clock_map.png
Bar = 50 um.
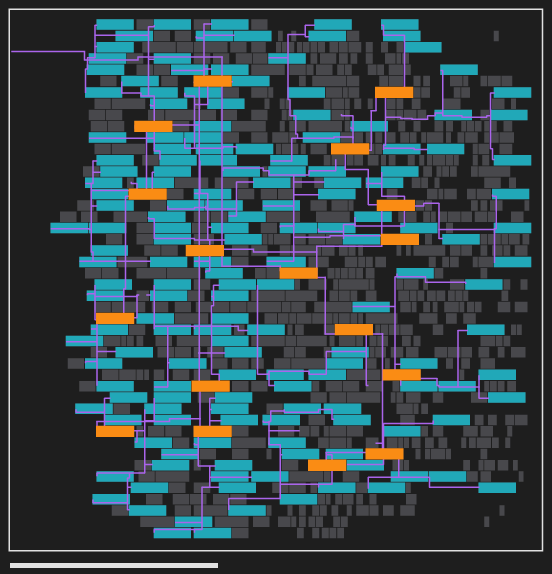
final_clocks.png
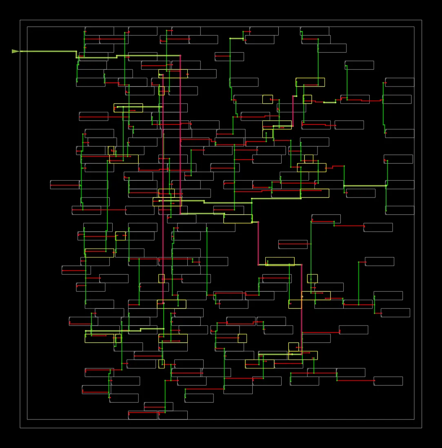
registers.png
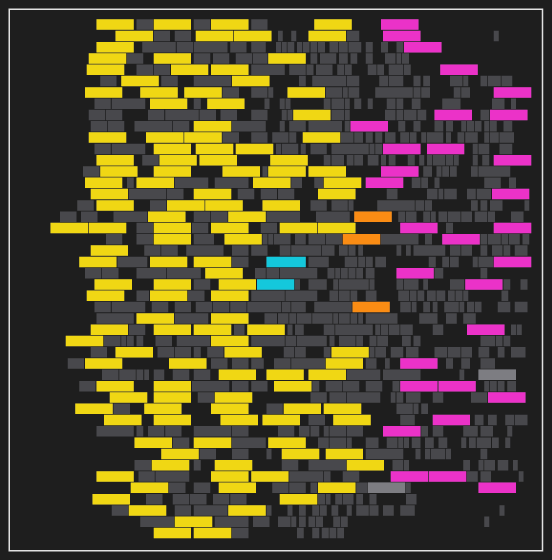
drive_strength.png
Bar = 50 um.
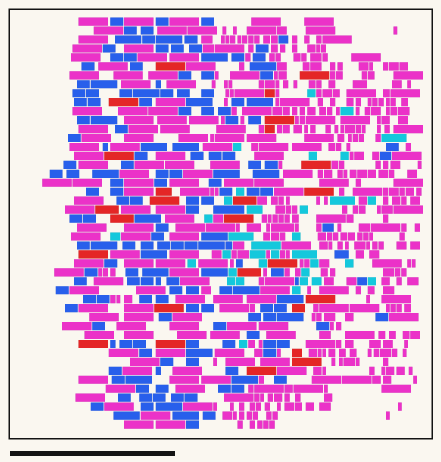
met4.png
Supply wires on this layer in grey.
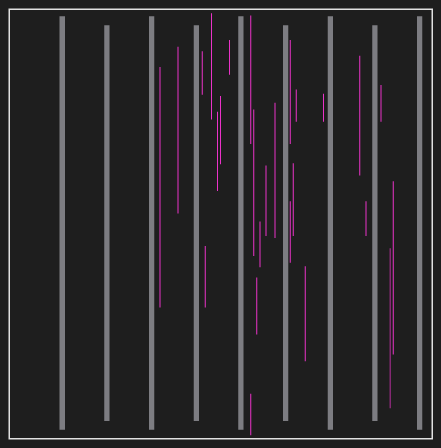
Design pc_gen, sky130hd; sources not shown.
==> impl_metrics.xml <==
<?xml version="1.0" encoding="UTF-8"?>
<metrics>
  <group name="cts">
    <metric name="post_cts_clock_slew_at_the_launch_and_capture_registers_of_the_worst_setup_and_hold_paths" unit="ns">0.07</metric>
    <metric name="ctsLongestPathBuffers" unit="">2</metric>
    <metric name="cts_repair_resize_count" unit="">0</metric>
    <metric name="htree_num_levels" unit="">4</metric>
    <metric name="cts_hold_repair.buffers" unit="">0</metric>
    <metric name="cts_tree" unit="">yes</metric>
    <metric name="cts_root_buffer" unit="">sky130_fd_sc_hd__clkbuf_16</metric>
    <metric name="post-cts-setup-buffer-count" unit="">0</metric>
  </group>
  <group name="global_route">
    <metric name="groute.usage.overall" unit="%">29.1</metric>
    <metric name="gr-total-overflow" unit="">0</metric>
    <metric name="first_global_vias" unit="">6619</metric>
    <metric name="grt_antenna_before_repair" unit="">1</metric>
    <metric name="grt_first_pass_wirelength" unit="mm">36.6</metric>
    <metric name="pin_count_of_the_biggest_net_entering_global_routing" unit="">169</metric>
  </group>
  <group name="yosys">
    <metric name="post_synth_ao_oa_area_fraction" unit="%">11.8</metric>
    <metric name="synth.comb.largest_family" unit="">multiplexers</metric>
    <metric name="syn_inst" unit="">746</metric>
    <metric name="synth-edff-count" unit="">0</metric>
    <metric name="xor_area_share" unit="%">0.504</metric>
    <metric name="postSynthAreaPerCell" unit="um2">11.7</metric>
    <metric name="ys.flops" unit="">165</metric>
    <metric name="netlist.area_leader.share" unit="%">47.5</metric>
    <metric name="post_synth_mux_area_share" unit="%">25.9</metric>
    <metric name="post_synth_and_or_nand_nor_area_fraction" unit="%">10.4</metric>
    <metric name="synth-adder-area-share" unit="%">0.662</metric>
    <metric name="yosysWarnings" unit="">0</metric>
    <metric name="synth.lib_cells_used.distinct" unit="">67</metric>
    <metric name="synth.cell_area" unit="mm2">0.00870</metric>
    <metric name="cell_type_with_the_largest_total_area" unit="">sky130_fd_sc_hd__dfrtp_1</metric>
    <metric name="yosysChipArea" unit="mm2">0.00870</metric>
    <metric name="synth.yosys.seq_area_share" unit="%">47.5</metric>
    <metric name="ys_async_sr_fraction" unit="%">100</metric>
    <metric name="ys_top_cells_by_count" unit="">165 x sky130_fd_sc_hd__dfrtp_1, 131 x sky130_fd_sc_hd__mux2_2, 52 x sky130_fd_sc_hd__nand2_1</metric>
    <metric name="yosys-stat-cells" unit="">746</metric>
    <metric name="synth_dominant_cell_count" unit="">sky130_fd_sc_hd__dfrtp_1</metric>
    <metric name="flop_cell" unit="">sky130_fd_sc_hd__dfrtp_1</metric>
    <metric name="netlist_top_cells_area" unit="">sky130_fd_sc_hd__dfrtp_1 47%, sky130_fd_sc_hd__mux2_2 17%, sky130_fd_sc_hd__mux4_2 7.8%, sky130_fd_sc_hd__o21ai_0 2.5%, sky130_fd_sc_hd__a21oi_1 2.4%</metric>
  </group>
  <group name="detailed_routing">
    <metric name="drt-pass1-iter-count" unit="">5</metric>
    <metric name="drc" unit="">0</metric>
    <metric name="number_of_design_rule_violations_left_by_the_first_detailed_router_iteration" unit="">682</metric>
    <metric name="wl_per_cell" unit="um">25.3</metric>
    <metric name="vias_per_cell" unit="">6.79</metric>
    <metric name="antenna_violation_net_count_after_detailed_routing" unit="">0</metric>
  </group>
  <group name="worst_setup_path">
    <metric name="timing.critical_path.max_delay_family" unit="">simple AND/OR/NAND/NOR gates</metric>
    <metric name="worstPathArrival" unit="ns">1.91</metric>
    <metric name="worstSetupStartpointType" unit="">register</metric>
    <metric name="crit_fanout" unit="">11</metric>
    <metric name="crit_path_top_delay_cell" unit="">sky130_fd_sc_hd__or3_1</metric>
    <metric name="max_stage_delay" unit="ns">0.55</metric>
    <metric name="r2r_setup_slack" unit="ns">0.67</metric>
    <metric name="timing.reg2reg.worst_path_depth" unit="">5</metric>
    <metric name="worst-path-stages" unit="">2</metric>
    <metric name="critical_path_buf_inv_count" unit="">1</metric>
    <metric name="critical_path.cell_chain" unit="">or3_1 &gt; inv_1</metric>
    <metric name="setup.worst_path.class" unit="">reg -&gt; out</metric>
    <metric name="cp.required" unit="ns">2.38</metric>
    <metric name="end_kind" unit="">primary output</metric>
  </group>
  <group name="place">
    <metric name="gpl.final_weighted_congestion" unit="">0.927</metric>
    <metric name="hpwl" unit="mm">16.8</metric>
    <metric name="placedCellCount" unit="">909</metric>
    <metric name="numPortBuffers" unit="">0</metric>
  </group>
  <group name="floorplan">
    <metric name="floorplan_utilization" unit="%">56.4</metric>
    <metric name="design.core.area" unit="mm2">0.0154</metric>
    <metric name="die_width" unit="um">128</metric>
    <metric name="ios" unit="">177</metric>
    <metric name="die_area" unit="mm2">0.0166</metric>
    <metric name="placement_rows" unit="">46</metric>
    <metric name="die_height" unit="um">130</metric>
  </group>
  <group name="sta">
    <metric name="holdWs" unit="ns">0.279</metric>
    <metric name="finalHoldViolations" unit="">0</metric>
    <metric name="timing.final.crit_period" unit="ns">2.93</metric>
    <metric name="finalClockPeriodUsage" unit="%">86.2</metric>
    <metric name="number_of_slew_limit_violations_in_the_final_report" unit="">0</metric>
    <metric name="finalSetupViolations" unit="">0</metric>
    <metric name="fmax" unit="MHz">341</metric>
    <metric name="rsz0062_at_grt" unit="">no</metric>
    <metric name="relSlewSlack" unit="%">37.1</metric>
    <metric name="worst_slew_pin_slew" unit="ns">0.934</metric>
  </group>
  <group name="hold_path">
    <metric name="hold_path_class" unit="">in -&gt; async</metric>
  </group>
  <group name="flow_run">
    <metric name="openroad.warnings" unit="">35</metric>
    <metric name="max-cap-violations" unit="">0</metric>
  </group>
  <group name="power">
    <metric name="ir_drop" unit="V">0.000489</metric>
    <metric name="power-per-cell-area" unit="mW/mm2">815</metric>
    <metric name="p_switching" unit="W">0.00255</metric>
    <metric name="p_sw_share" unit="%">32.8</metric>
    <metric name="power.leakage" unit="nW">3.91</metric>
    <metric name="totalPowerFinal" unit="W">0.00778</metric>
    <metric name="pwr-share-seq" unit="%">45.5</metric>
    <metric name="comb_power_share" unit="%">31.7</metric>
    <metric name="p_int" unit="W">0.00523</metric>
  </group>
  <group name="finish">
    <metric name="layout-drive-gt1-share" unit="%">31.5</metric>
    <metric name="largest_reg_flops" unit="">128</metric>
    <metric name="finalNetCount" unit="">881</metric>
    <metric name="stdcell_count" unit="">943</metric>
  </group>
  <group name="status">
    <metric name="status" unit="">finished, final reports clean</metric>
  </group>
</metrics>
## Picture notes: clock_map.png
Key: purple = clock wires [length 1920 um]; cyan = flip-flops [count 165]; orange = cells driving clock nets [count 17]
Position of the flops: all over the die. There are 18 routed clock nets.
clock skew after layout: 0.00989 ns
clock network fraction of design power: 22.8%
clock latency reported for the late side of the worst-skew pair: 0.43 ns

## Picture notes: final_clocks.png
number of clock buffers in the layout: 18
number of sequential cells in the layout: 165
number of buffers inserted during clock tree synthesis: 17
number of sinks handled by clock tree synthesis: 165

## Picture notes: registers.png
Key: magenta = pc_cpu [sequential cells 30, where a column on the right]; orange = cnt_q [sequential cells 3]; cyan = top_q [sequential cells 2]; yellow = ras_q [sequential cells 128]
Another 2 sequential cells are not coloured.
FF+latch area: 0.00413 mm2
share of the core filled with cells: 61.8%
reported sequential group power: 0.00354 W
proportion of cell area occupied by registers: 43.3%

## Picture notes: drive_strength.png
Key: cyan = drive 3 to 4 [cells 34, share 4.5%]; blue = drive 2 [cells 176, share 23%]; red = drive 6 and up [cells 26, share 3.5%]; magenta = drive 1 or less [cells 513, share 68%]
PnR worst setup slack: 0.468 ns
Plain + repair buffers: 25
final cell area excluding filler cells: 0.00954 mm2
area overhead of the layout relative to synthesis: 9.67%

## Picture notes: met4.png
23 nets have wire on it. The longest straight run is 72.8 um.
detailed-route wire length: 23.9 mm
count of vias placed by the detailed router: 6404

-- area by class of cell --
| cell class | instances | area (um2) |
|---|---|---|
| Inverter | 9 | 33.8 |
| Antenna cell | 2 | 5.00 |
| Multi-Input combinational cell | 518 | 4350 |
| Clock buffer | 18 | 439 |
| Sequential cell | 165 | 4130 |
| Tap cell | 192 | 240 |
| Timing Repair Buffer | 25 | 238 |
| Fill cell | 1151 | 5890 |
| Clock inverter | 14 | 103 |
-- cell usage in the layout (no fill, tap or decap), drive strengths merged, types with 10 or more instances in the layout --
cell type	instances
nor2	34
inv	12
o21ai	44
buf	25
mux2	131
mux4	30
o211ai	13
a21oi	42
clkbuf	18
dfrtp	165
nand2	52
nand4	13
nand3	32
nor3	12
mux2i	10
-- metal layers --
metal | vias to the layer above | GRT usage [%] | part of all wire [%]
met1 | 3219 | 35.9 | 40
met2 | 328 | 46.9 | 48
met3 | 55 | 9.88 | 9.1
met4 | 0 | 13.4 | 2.9
met5 | - | 0 | 0
li1 | 2802 | - | -
-- stage by stage --
step	TNS [ns]	worst slack, ns	util (%)	cell area [um2]
3_5_place_dp	0	0.395	58.3	8990
2_1_floorplan	-0.159	-0.00470	-	8810
5_1_grt	0	0.367	61.8	9530
6_report	0	0.468	61.8	9540
4_1_cts	0	0.462	61.8	9530
3_3_place_gp	0	0.446	58.3	8990
-- power groups by stage --
stage / clock (W) / combinational, W / sequential, W
floorplan: 0 / 0.00206 / 0.00325
global placement: 0 / 0.00236 / 0.00346
detailed placement: 0 / 0.00245 / 0.00356
CTS: 0.00180 / 0.00246 / 0.00353
global route: 0.00189 / 0.00266 / 0.00364
finish: 0.00177 / 0.00246 / 0.00354
Power and IR drop assume default switching activity.
